`src/rtl/persiana_pkg.sv`:
```
// Shared types and default constants for the blind motor controller.
// Optional feature macro used by this block: SOFT_START_EN.
package persiana_pkg;

  // Motor controller states; 3 bits leave room without changing the encoding.
  typedef enum logic [2:0] {
    REPOSO   = 3'd0,
    SUBIENDO = 3'd1,
    BAJANDO  = 3'd2,
    MUERTO   = 3'd3,
    FALLO    = 3'd4
  } tipo_estado_motor;

  // Default dead time (both enables low) after leaving a drive state.
  localparam int DEAD_CYCLES_DEF    = 8;
  // Default maximum consecutive cycles in one drive state.
  localparam int TIMEOUT_CYCLES_DEF = 1000000;

endpackage

```
`src/rtl/controlador_motor_persiana_contador.sv`:
```
// contador_ciclos: up-counter with synchronous clear, count enable and a
// terminal-count flag. Clear has priority over enable. Wraps past all-ones.
module contador_ciclos #(
  parameter int W  = 8,
  parameter int TC = 255
) (
  input  logic reloj,
  input  logic reset_n,
  input  logic clr_i,
  input  logic en_i,
  output logic tc_o
);

  localparam logic [W-1:0] TC_V = W'(TC);

  logic [W-1:0] cnt_q;

  // Counter register: reset and clear force zero, enable increments.
  always_ff @(posedge reloj) begin
    if (!reset_n) begin
      cnt_q <= '0;
    end else if (clr_i) begin
      cnt_q <= '0;
    end else if (en_i) begin
      cnt_q <= cnt_q + 1'b1;
    end
  end

  assign tc_o = (cnt_q == TC_V);

endmodule

```
`src/rtl/controlador_motor_persiana.sv`:
```
// controlador_motor_persiana: turns raw raise/lower requests into H-bridge
// enables with guaranteed dead time, mutual exclusion and a travel timeout
// that latches a fault until explicitly cleared.
// Optional feature macro: SOFT_START_EN (PWM soft start on the enables).
module controlador_motor_persiana
  import persiana_pkg::*;
#(
  parameter int DEAD_CYCLES      = DEAD_CYCLES_DEF,
  parameter int TIMEOUT_CYCLES   = TIMEOUT_CYCLES_DEF
`ifdef SOFT_START_EN
  ,
  parameter int RAMP_STEP_CYCLES = 64
`endif
) (
  input  logic             reloj,
  input  logic             reset_n,
  input  logic             subir_req,
  input  logic             bajar_req,
  input  logic             fallo_clr,
  output logic             motor_a,
  output logic             motor_b,
  output logic             en_movimiento,
  output logic             fallo,
  output tipo_estado_motor estado_dbg
);

  localparam int RUN_W  = (TIMEOUT_CYCLES > 1) ? $clog2(TIMEOUT_CYCLES) : 1;
  localparam int DEAD_W = $clog2(DEAD_CYCLES) + 1;

  tipo_estado_motor estado_q;
  logic motor_a_q, motor_b_q, en_mov_q, fallo_q;

  logic sube, baja;
  logic en_subida, en_bajada, en_marcha, en_muerto;
  logic run_tc, dead_tc;
  logic drive_a, drive_b;

  // Conflicting or absent requests both decode as "stop".
  assign sube = subir_req & ~bajar_req;
  assign baja = bajar_req & ~subir_req;

  assign en_subida = (estado_q == SUBIENDO);
  assign en_bajada = (estado_q == BAJANDO);
  assign en_marcha = en_subida | en_bajada;
  assign en_muerto = (estado_q == MUERTO);

  // Run counter is held at zero outside the drive states, so it restarts
  // from zero on every entry to SUBIENDO/BAJANDO.
  contador_ciclos #(
    .W  (RUN_W),
    .TC (TIMEOUT_CYCLES - 1)
  ) u_cnt_marcha (
    .reloj   (reloj),
    .reset_n (reset_n),
    .clr_i   (~en_marcha),
    .en_i    (en_marcha),
    .tc_o    (run_tc)
  );

  // Dead counter likewise restarts from zero on every entry to MUERTO.
  contador_ciclos #(
    .W  (DEAD_W),
    .TC (DEAD_CYCLES - 1)
  ) u_cnt_muerto (
    .reloj   (reloj),
    .reset_n (reset_n),
    .clr_i   (~en_muerto),
    .en_i    (en_muerto),
    .tc_o    (dead_tc)
  );

`ifdef SOFT_START_EN
  localparam int RAMP_W = (RAMP_STEP_CYCLES > 1) ? $clog2(RAMP_STEP_CYCLES) : 1;

  logic [3:0] duty_q;
  logic [3:0] pwm_q;
  logic       ramp_tc;

  // Ramp step timer: restarts on drive entry and after every duty step.
  contador_ciclos #(
    .W  (RAMP_W),
    .TC (RAMP_STEP_CYCLES - 1)
  ) u_cnt_rampa (
    .reloj   (reloj),
    .reset_n (reset_n),
    .clr_i   (~en_marcha | ramp_tc),
    .en_i    (en_marcha),
    .tc_o    (ramp_tc)
  );

  // Duty ramps from 0 to 15 while driving; PWM counter free-runs.
  always_ff @(posedge reloj) begin
    if (!reset_n) begin
      duty_q <= '0;
      pwm_q  <= '0;
    end else begin
      pwm_q <= pwm_q + 4'd1;
      if (!en_marcha) begin
        duty_q <= '0;
      end else if (ramp_tc && (duty_q != 4'd15)) begin
        duty_q <= duty_q + 4'd1;
      end
    end
  end

  assign drive_a = en_subida & (pwm_q < duty_q);
  assign drive_b = en_bajada & (pwm_q < duty_q);
`else
  assign drive_a = en_subida;
  assign drive_b = en_bajada;
`endif

  // Motor FSM plus Moore output registers decoded from the current state,
  // so each output lags the state by exactly one edge.
  always_ff @(posedge reloj) begin
    if (!reset_n) begin
      estado_q  <= REPOSO;
      motor_a_q <= 1'b0;
      motor_b_q <= 1'b0;
      en_mov_q  <= 1'b0;
      fallo_q   <= 1'b0;
    end else begin
      case (estado_q)
        REPOSO: begin
          if (sube) begin
            estado_q <= SUBIENDO;
          end else if (baja) begin
            estado_q <= BAJANDO;
          end
        end
        SUBIENDO: begin
          // Timeout wins over a simultaneous request change.
          if (run_tc) begin
            estado_q <= FALLO;
          end else if (!sube) begin
            estado_q <= MUERTO;
          end
        end
        BAJANDO: begin
          if (run_tc) begin
            estado_q <= FALLO;
          end else if (!baja) begin
            estado_q <= MUERTO;
          end
        end
        MUERTO: begin
          if (dead_tc) begin
            estado_q <= REPOSO;
          end
        end
        FALLO: begin
          // Only release when the upstream FSM has stopped asking to move.
          if (fallo_clr && !subir_req && !bajar_req) begin
            estado_q <= MUERTO;
          end
        end
        default: estado_q <= REPOSO;
      endcase
      motor_a_q <= drive_a;
      motor_b_q <= drive_b;
      en_mov_q  <= en_marcha;
      fallo_q   <= (estado_q == FALLO);
    end
  end

  assign motor_a       = motor_a_q;
  assign motor_b       = motor_b_q;
  assign en_movimiento = en_mov_q;
  assign fallo         = fallo_q;
  assign estado_dbg    = estado_q;

endmodule

```
`config.mk`:
```
export PLATFORM = sky130hd
export DESIGN_NAME = controlador_motor_persiana
export DESIGN_NICKNAME = d
export VERILOG_FILES = /design/src/rtl/persiana_pkg.sv /design/src/rtl/controlador_motor_persiana_contador.sv /design/src/rtl/controlador_motor_persiana.sv
export SDC_FILE = /design/constraint.sdc
export NUM_CORES = 1
export LEC_CHECK = 0
export CAP_MARGIN = 20
export CORE_UTILIZATION = 35
export CTS_CLUSTER_SIZE = 24
export DETAILED_ROUTE_END_ITERATION = 16
export PLACE_DENSITY = 0.61
export SLEW_MARGIN = 20
export SYNTH_ARGS = -nofsm -noshare
export SYNTH_HDL_FRONTEND = slang
export SYNTH_SLANG_ARGS = --single-unit
```
`constraint.sdc`:
```
create_clock -name reloj -period 3.2 [get_ports reloj]
set_clock_uncertainty 0.2 [all_clocks]
set_input_delay 0.32 -clock reloj [delete_from_list [all_inputs] [get_ports reloj]]
set_output_delay 0.32 -clock reloj [all_outputs]
set_load 0.05 [all_outputs]
```
Run 1, power grid:
(6 px per µm) Pins as bars on the die edge. Tap cells in gray.
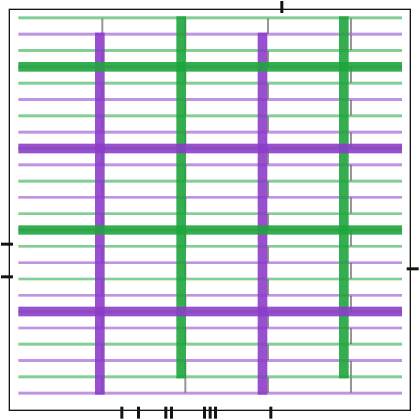
color	net
green	VDD
purple	VSS
signal pins	12
tap cells	50
met5 straps	4
met1 rails	24

Run 1, met2 routing:
(4 px per µm)
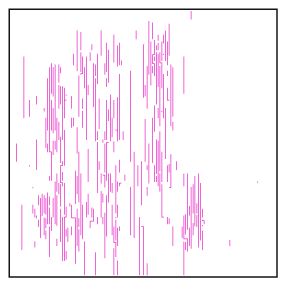
main direction	vertical
nets with wire on the layer	149

Run 1, wiring by layer:
(6 px per µm)
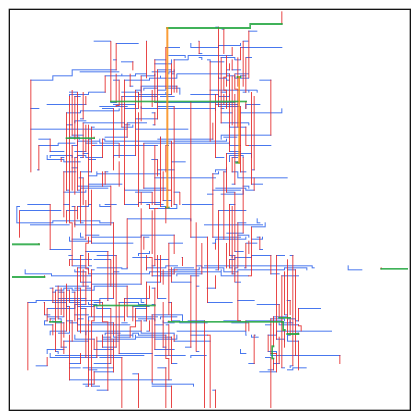
color	layer	wire length
green	metal 3	100 µm
orange	metal 4	44.2 µm
red	metal 2	1470 µm
blue	metal 1	1360 µm

Run 1, clock routing:
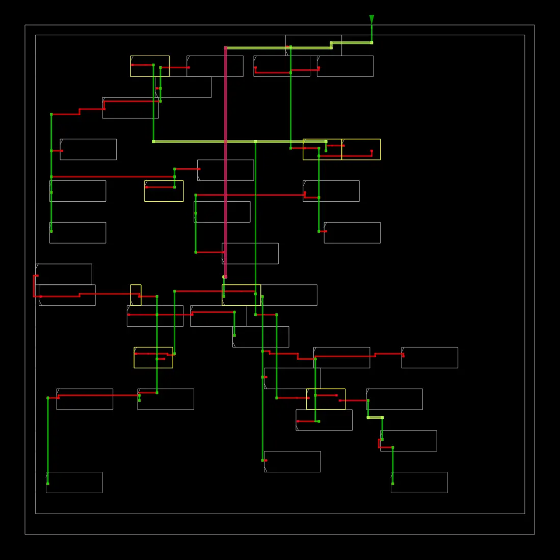
clock network power: 340 µW
clk latency late pin: 0.28 ns

==> Slide: Implementation Results, run 1 <==
Key Metrics from the Run

Min path
  • Worst Hold Path Cells: 1
  • Hold Crit Class: reg -> reg
  • Hold Crit Start: u_cnt_muerto.cnt_q[0]$_SDFF_PN0_

Run status
  • Status: finished clean

Global routing
  • Met1 Usage GRT: 0.1809
  • Overflow left after global routing: 0
  • GR Util All Layers: 0.1608
  • Pin count of the biggest net entering global routing: 22
  • Global-route track usage on met3: 0.06678
  • Met2 global-route usage: 0.2475
  • Global-route wire length before repair: 5133 µm
  • Initial antenna violation count: 0

Layout
  • Layout non-clock buf frac: 0.06475
  • Final core occ: 0.4251
  • Max reg flops: 20
  • Layout cell share with drive strength beyond 1: 0.09091
  • Top Layout Cells: dfxtp_1, nor2_1, nand2_1, clkdlybuf4s50_1
  • ANT cells: 0
  • Comb_multi_in: roughly 120
  • Nonclk inv count: 5
  • Comb area share: 0.4636
  • Layout fillers: just over 400
  • # nets final: ~180
  • Logic area: just under 800 µm²
  • Non-clk bufs: 11
  • Final Instance Area: roughly 0.0017 mm²
  • Sequential share of cell area: 0.3650
  • Clkbuf count: 8
  • Top cell excl fill/tap: dfxtp_1
  • Flops: 31
  • Leading cell kind: logic gates
  • Clk tree area frac: 0.05887

Clock tree
  • Root buf cell: clkbuf_8
  • Clk buf depth: 2
  • Htree depth: 2
  • Num CTS Buffers: 5
  • Post-CTS Setup Bufs: 0
  • Sink Count: 31

Timing
  • Endpoints failing hold: 0
  • Worst-margin pin slew: 0.6929 ns
  • RSZ-0062 raised after global routing: false
  • Crit share post-route: 0.7126
  • Hold_ws: 0.2601 ns
  • Setup TNS: 0 ns
  • Max Transition Viols Final: 0
  • Worst slew margin: 0.5369
  • Final setup fails: 0

Yosys
  • MUX share of area: 0
  • Syn nets: ~170
  • Area fraction in xor and xnor cells: 0.1140
  • AO/OA Area Share: 0.08312
  • Area leader, netlist: dfxtp_1
  • Main area contributors: dfxtp_1, nor2_1, xnor2_1
  • Synth Instances: 164
  • Ys cells: about 160
  • Synth warn: 0
  • Post-synth top cells: dfxtp_1, nor2_1, nand2_1, nand3_1, xnor2_1
  • Unique cell types: 41
  • Syn_area_per_cell: slightly below 9 µm²
  • Yosys top cell area share: 0.4250
  • Async SR Flop Fraction: 0
  • Synth Seq Share: 0.4250
  • Dominant kind of combinational cell: simple AND/OR/NAND/NOR gates
  • Simple-gate share of the synthesized area: 0.3256
  • Adder share: 0.01714
  • Main flop type: dfxtp_1
  • Number of enable flip-flop cells: 0
  • Chip Area, Yosys: 0.001460 mm²
  • Most frequent cell after synthesis: dfxtp_1

Worst setup path
  • Reg2reg start: estado_dbg[1]$_SDFFE_PN0P_
  • R2r endpoint: estado_dbg[1]$_SDFFE_PN0P_
  • CP peak stage delay: around 0.89 ns
  • Setup crit end kind: output pin
  • Stages on worst setup path: 1
  • WP buf/inv: 1
  • Kind of critical path: reg -> out
  • Crit path DRT: roughly 2.7 ns
  • Arrival time at the worst endpoint: 1.76 ns
  • Register-to-Register Path Depth: 5
  • Crit path max-delay family: buffers and inverters
  • Startpoint types: flip-flop
  • Worst Setup SP: estado_dbg[2]$_SDFFE_PN0P_
  • Slowest CP cell: clkdlybuf4s50_1
  • CP Cell Sequence: clkdlybuf4s50_1

Drt
  • Top routing layer in use: met4
  • Met3 WL post-DR: about 100 µm
  • Antenna-violating nets left: 0
  • Total number of vias: 1184
  • WL met2: about 1500 µm
  • DR iter-0 viols: 32
  • Drc violations: 0
  • Drt first pass iters: 4
  • Metal-1 WL: about 1400 µm
  • Final routed wire length divided by cell count: 13.16 µm
  • Vias/cell: ~5.2

Power and ir drop
  • Seq. pwr: about 480 µW
  • Share of total power in the clock network: 0.295
  • Comb. pwr: 337 µW
  • Power per Cell Area: 677.7 mW/mm²
  • Combinational fraction of design power: 0.292
  • Top Consumer: sequential cells
  • P_int: roughly 730 µW
  • Flop pwr share: 0.412
  • NetSw: 417.7 µW

Floorplanning
  • # Taps: around 50
  • Initial Utilization: 0.3650
  • Full die area: 0.004434 mm²
  • Die height: between 60 and 70 µm
  • Ports: 12
  • # rows: 23

Place
  • Placer Congestion: 0.8005
  • Place WS: slightly below 1 ns
  • I/O Buffers: 11
  • DP Cell Count: 218
  • Final HPWL DP: 2097 µm

Job
  • Max-cap violations: 0
==> run 2, diff against run 1 <==
clock period = 2.24 ns   (was 3.2 ns; I/O delays follow)
==> run 2 against run 1 <==
First-iteration DRC count rose by 110%. Clock-buffer cell count fell by 2. Synthesized cell count did not move. Highest routed layer unchanged. Register-to-register slack got worse by 0.81 ns. Non-clock buffer count rose by 2. Largest power group unchanged. Final area rose by 0.15%.
==> Slide: Implementation Results, run 2 <==
Key Metrics from the Run

Min path
  • Worst Hold Path Cells: 1 (unchanged)
  • Hold Crit Start: u_cnt_muerto.cnt_q[0]$_SDFF_PN0_
  • Hold Crit Class: reg -> reg

Place
  • DP Cell Count: 220 (+0.92%)
  • I/O Buffers: 11 (unchanged)
  • Place WS: 0.2322 ns (-0.7566 ns)
  • Final HPWL DP: 2031 µm (-3.2%)
  • Placer Congestion: 0.7616 (-4.9%)

Timing
  • Crit share post-route: 0.9363
  • Hold_ws: 0.2650 ns (+0.004867 ns)
  • Setup TNS: 0 ns (unchanged)
  • Worst-margin pin slew: 0.5002 ns (-0.1927 ns)
  • Max Transition Viols Final: 0 (unchanged)
  • Worst slew margin: 0.6655 (+0.1285)
  • RSZ-0062 raised after global routing: false
  • Endpoints failing hold: 0 (unchanged)
  • Final setup fails: 0 (unchanged)

Global routing
  • Met2 global-route usage: 0.2538 (+0.006313)
  • GR Util All Layers: 0.1485 (-0.01235)
  • Pin count of the biggest net entering global routing: 14 (-36%)
  • Number of global-route vias before repair: about 1.1k
  • Overflow left after global routing: 0 (unchanged)
  • Initial antenna violation count: 0 (unchanged)
  • Met1 Usage GRT: 0.1681 (-0.01281)
  • Global-route track usage on met3: 0.04110 (-0.02568)
  • Global-route wire length before repair: 4850 µm (-5.5%)

Yosys
  • Post-synth top cells: dfxtp_1, nor2_1, nand2_1, nand3_1, xnor2_1
  • Dominant kind of combinational cell: simple AND/OR/NAND/NOR gates
  • Chip Area, Yosys: 0.001460 mm² (unchanged)
  • MUX share of area: 0 (unchanged)
  • Main area contributors: dfxtp_1, nor2_1, xnor2_1
  • AO/OA Area Share: 0.08312 (unchanged)
  • Unique cell types: 41 (unchanged)
  • Synth Seq Share: 0.4250 (unchanged)
  • Area fraction in xor and xnor cells: 0.1140 (unchanged)
  • Ys cells: 164 (unchanged)
  • Simple-gate share of the synthesized area: 0.3256 (unchanged)
  • Area leader, netlist: dfxtp_1
  • Main flop type: dfxtp_1
  • Synth Instances: 164 (unchanged)
  • Synth warn: 0 (unchanged)
  • Yosys top cell area share: 0.4250 (unchanged)
  • Most frequent cell after synthesis: dfxtp_1
  • Adder share: 0.01714 (unchanged)
  • Syn_area_per_cell: 8.903 µm² (unchanged)
  • Async SR Flop Fraction: 0 (unchanged)
  • Syn nets: 171 (unchanged)
  • Number of enable flip-flop cells: 0 (unchanged)

Drt
  • DR iter-0 viols: 66 (+110%)
  • Metal-1 WL: 1302 µm (-4.5%)
  • Antenna-violating nets left: 0 (unchanged)
  • Final routed wire length divided by cell count: 12.32 µm (-6.4%)
  • Drc violations: 0 (unchanged)
  • Total number of vias: 1191 (+0.59%)
  • Top routing layer in use: met4
  • Drt first pass iters: 4 (unchanged)
  • WL met2: 1350 µm (-8.0%)
  • Met3 WL post-DR: 76 µm (-24%)
  • Vias/cell: 5.247 (+0.15%)

Layout
  • ANT cells: 0 (unchanged)
  • Flops: 31 (unchanged)
  • Nonclk inv count: 5 (unchanged)
  • Sequential share of cell area: 0.3644 (-0.0005358)
  • Leading cell kind: logic gates
  • Top cell excl fill/tap: dfxtp_1
  • Final Instance Area: 0.001703 mm² (+0.15%)
  • Flop area: 620.6 µm²
  • # nets final: 184 (+1.1%)
  • Layout fillers: 399 (-0.99%)
  • Logic area: 788.3 µm² (unchanged)
  • Comb area share: 0.4629 (-0.0006806)
  • Final core occ: 0.4257 (+0.0006260)
  • Top Layout Cells: dfxtp_1, nor2_1, nand2_1, clkdlybuf4s50_1
  • Clkbuf count: 6 (-2)
  • Clk tree area frac: 0.05143 (-0.007434)
  • Max reg flops: 20 (unchanged)
  • Layout non-clock buf frac: 0.07348 (+0.008722)
  • Comb_multi_in: 121 (unchanged)
  • Non-clk bufs: 13 (+2)
  • Layout cell share with drive strength beyond 1: 0.1017 (+0.01079)

Worst setup path
  • Reg2reg start: u_cnt_marcha.cnt_q[0]$_SDFF_PN0_
  • CP peak stage delay: 0.87 ns (-0.02 ns)
  • Crit path DRT: 1.82 ns (-0.86 ns)
  • Startpoint types: flip-flop
  • Kind of critical path: reg -> out
  • Register-to-Register Path Depth: 5 (unchanged)
  • Slowest CP cell: clkdlybuf4s50_1
  • Worst Setup SP: estado_dbg[0]$_SDFFE_PN0P_
  • WP buf/inv: 1 (unchanged)
  • R2r endpoint: estado_dbg[0]$_SDFFE_PN0P_
  • Crit path max-delay family: buffers and inverters
  • CP Cell Sequence: clkdlybuf4s50_1
  • Setup crit end kind: output pin
  • Stages on worst setup path: 1 (unchanged)
  • Arrival time at the worst endpoint: 1.67 ns (-0.09 ns)
  • CP Capture Point: estado_dbg[0]

Floorplanning
  • # Taps: 50 (unchanged)
  • Full die area: 0.004434 mm² (unchanged)
  • Initial Utilization: 0.3650 (unchanged)
  • # rows: 23 (unchanged)
  • Die height: 66.59 µm (unchanged)
  • Ports: 12 (unchanged)

Clock tree
  • Root buf cell: clkbuf_8
  • Worst-path clk slew: 0.06 ns
  • Post-CTS Setup Bufs: 0 (unchanged)
  • Sink Count: 31 (unchanged)
  • Clk latency late pin: 0.28 ns (about the same)
  • Post-CTS sizing: 0
  • Htree depth: 2 (unchanged)
  • Clk buf depth: 2 (unchanged)
  • Num CTS Buffers: 5 (unchanged)
  • CTS tree: built

Power and ir drop
  • Share of total power in the clock network: 0.271 (-0.024)
  • Max IR drop VDD: 0.7236 mV
  • Combinational fraction of design power: 0.303 (+0.011)
  • Seq. pwr: 682 µW (+44%)
  • Clock network power: 433 µW (+27%)
  • P_int: 1020 µW (+39%)
  • Leakage: roughly 0.00059 µW
  • Top Consumer: sequential cells
  • Power per Cell Area: 940.7 mW/mm² (+39%)
  • NetSw: 581.5 µW (+39%)
  • Flop pwr share: 0.426 (+0.014)
  • Comb. pwr: 486 µW (+44%)

Job
  • Max-cap violations: 0 (unchanged)
  • Tool warnings: 26

Run status
  • Status: finished clean
Run 2, metal 3:
(4 px per µm) Cells faint in the background.
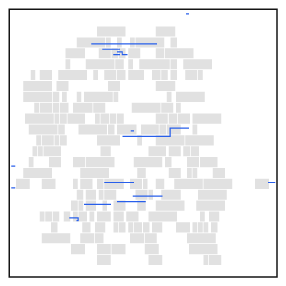
main direction	horizontal
nets with wire on the layer	11
share of all routed wire	2.8%

Run 2, met2 routing:
(4 px per µm)
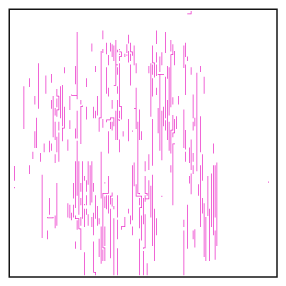
nets with wire on the layer	153
share of all routed wire	48%
main direction	vertical
wire length on this layer	1350 µm
longest straight run	24.5 µm

Run 2, wiring by layer:
(6 px per µm)
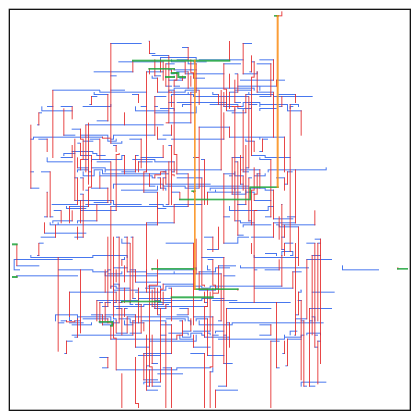
color	layer	wire length
blue	metal 1	1300 µm
orange	metal 4	66.6 µm
green	metal 3	77.0 µm
red	metal 2	1350 µm

==> run 3, diff against run 2 <==
TNS_END_PERCENT = 50   (was unset)
clock period = 2.63 ns   (was 2.24 ns; I/O delays follow)
Run 3, wiring by layer:
(6 px per µm)
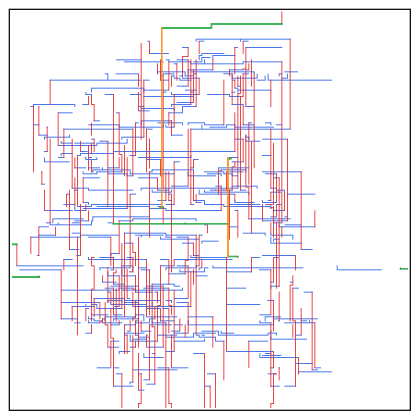
drt total wl: 2713 µm
total number of vias: 1148
GR Util All Layers: 0.1451
final routed wire length divided by cell count: 11.95 µm

Run 3, power grid:
(6 px per µm) Pins as bars on the die edge. Tap cells in gray.
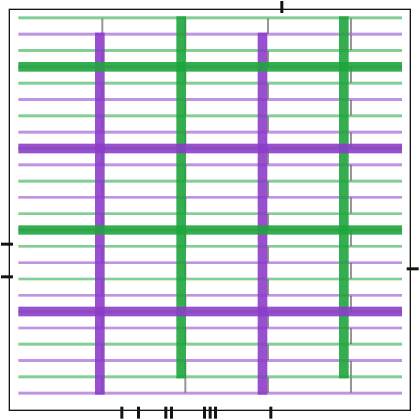
color	net
purple	VSS
green	VDD
tap cells	50
met5 straps	4
met1 rails	24

==> run 3 against run 2 <==
Via count is 3.6% lower. Critical endpoint is now estado_dbg[2]. Critical path depth unchanged. Clock power is about 20% lower. Synthesized cell count stayed put. Hold slack worse by 0.014 ns. Flip-flop count did not move. Sequential share of layout area grew 0.30 points. First-iteration DRC count shrank 62%. Register-to-register slack improved by 0.39 ns. Largest power group unchanged. Final area down 0.81%. Wire length is 3.0% lower. Clock-buffer cell count grew 1.
==> Slide: Implementation Results, run 3 <==
Key Metrics from the Run

Layout
  • Final core occ: 0.4223 (-0.003441)
  • ANT cells: 0 (unchanged)
  • Max reg flops: 20 (unchanged)
  • Clk tree area frac: 0.04815 (-0.003285)
  • Layout non-clock buf frac: 0.06963 (-0.003846)
  • Final Instance Area: 0.001689 mm² (-0.81%)
  • Clkbuf count: 7 (+1)
  • Comb area share: 0.4667 (+0.003771)
  • Top Layout Cells: dfxtp_1, nor2_1, nand2_1, clkdlybuf4s50_1
  • Comb_multi_in: 121 (unchanged)
  • Nonclk inv count: 5 (unchanged)
  • Sequential share of cell area: 0.3674 (+0.002969)
  • Layout fillers: 396 (-0.75%)
  • Non-clk bufs: 12 (-1)

Worst setup path
  • Register-to-Register Path Depth: 5 (unchanged)
  • Setup crit end kind: output pin
  • Crit path max-delay family: buffers and inverters
  • Stages on worst setup path: 1 (unchanged)
  • Slowest CP cell: clkdlybuf4s50_1
  • Arrival time at the worst endpoint: 1.73 ns (+0.06 ns)
  • Worst Setup SP: estado_dbg[2]$_SDFFE_PN0P_
  • R2r endpoint: estado_dbg[1]$_SDFFE_PN0P_
  • CP Capture Point: estado_dbg[2]
  • CP peak stage delay: 0.89 ns (+0.02 ns)
  • CP Cell Sequence: clkdlybuf4s50_1

Floorplanning
  • Die height: 66.59 µm (unchanged)
  • # Taps: 50 (unchanged)
  • Initial Utilization: 0.3650 (unchanged)
  • Ports: 12 (unchanged)
  • # rows: 23 (unchanged)
  • Full die area: 0.004434 mm² (unchanged)

Timing
  • Worst-margin pin slew: 0.5052 ns (+0.004996 ns)
  • RSZ-0062 raised after global routing: false
  • Max Transition Viols Final: 0 (unchanged)
  • Endpoints failing hold: 0 (unchanged)
  • Final setup fails: 0 (unchanged)
  • Crit share post-route: 0.8328
  • Worst slew margin: 0.6621 (-0.003341)

Yosys
  • Post-synth top cells: dfxtp_1, nor2_1, nand2_1, nand3_1, xnor2_1
  • Synth Instances: 164 (unchanged)
  • Area leader, netlist: dfxtp_1
  • Main flop type: dfxtp_1
  • Most frequent cell after synthesis: dfxtp_1
  • MUX share of area: 0 (unchanged)
  • Adder share: 0.01714 (unchanged)
  • Simple-gate share of the synthesized area: 0.3256 (unchanged)
  • Chip Area, Yosys: 0.001460 mm² (unchanged)
  • Area fraction in xor and xnor cells: 0.1140 (unchanged)
  • Dominant kind of combinational cell: simple AND/OR/NAND/NOR gates
  • Synth Seq Share: 0.4250 (unchanged)
  • Syn_area_per_cell: 8.903 µm² (unchanged)
  • Main area contributors: dfxtp_1, nor2_1, xnor2_1
  • Number of enable flip-flop cells: 0 (unchanged)

Drt
  • Top routing layer in use: met4
  • Vias/cell: 5.057 (-3.6%)
  • Antenna-violating nets left: 0 (unchanged)
  • DR iter-0 viols: 25 (-62%)
  • Drt first pass iters: 4 (unchanged)
  • WL met2: 1303 µm (-3.5%)
  • Metal-1 WL: 1315 µm (+1.0%)

Clock tree
  • Clk latency late pin: 0.28 ns (about the same)
  • Post-CTS Setup Bufs: 0 (unchanged)
  • Worst-path clk slew: 0.06 ns (about the same)
  • Post-CTS sizing: 0 (unchanged)
  • Clk buf depth: 2 (unchanged)
  • Htree depth: 2 (unchanged)

Place
  • I/O Buffers: 11 (unchanged)
  • Placer Congestion: 0.7636 (+0.26%)
  • Final HPWL DP: 1975 µm (-2.7%)

Global routing
  • Global-route wire length before repair: 4781 µm (-1.4%)
  • Pin count of the biggest net entering global routing: 21 (+7)
  • Met1 Usage GRT: 0.1698 (+0.001733)
  • Number of global-route vias before repair: 1121 (+2.8%)

Power and ir drop
  • P_int: 849.4 µW (-17%)
  • Combinational fraction of design power: 0.309 (+0.006)
  • Clock network power: 346 µW (-20%)
  • Power per Cell Area: 793.0 mW/mm² (-16%)
  • NetSw: 490.0 µW (-16%)
  • Seq. pwr: 580 µW (-15%)
  • Leakage: 0.0005801 µW (-1.7%)

Min path
  • Hold Crit Start: u_cnt_muerto.cnt_q[0]$_SDFF_PN0_
  • Hold Crit Class: reg -> reg
  • Worst Hold Path Cells: 1 (unchanged)

Run status
  • Status: finished clean
Run 3, met2 routing:
(4 px per µm)
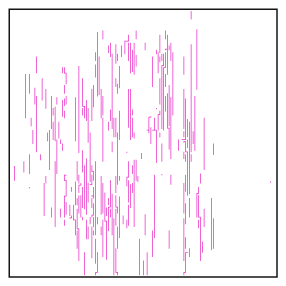
met2 global-route usage: 0.2437

Power figures rest on the tool's default switching activity, not on a simulated workload.
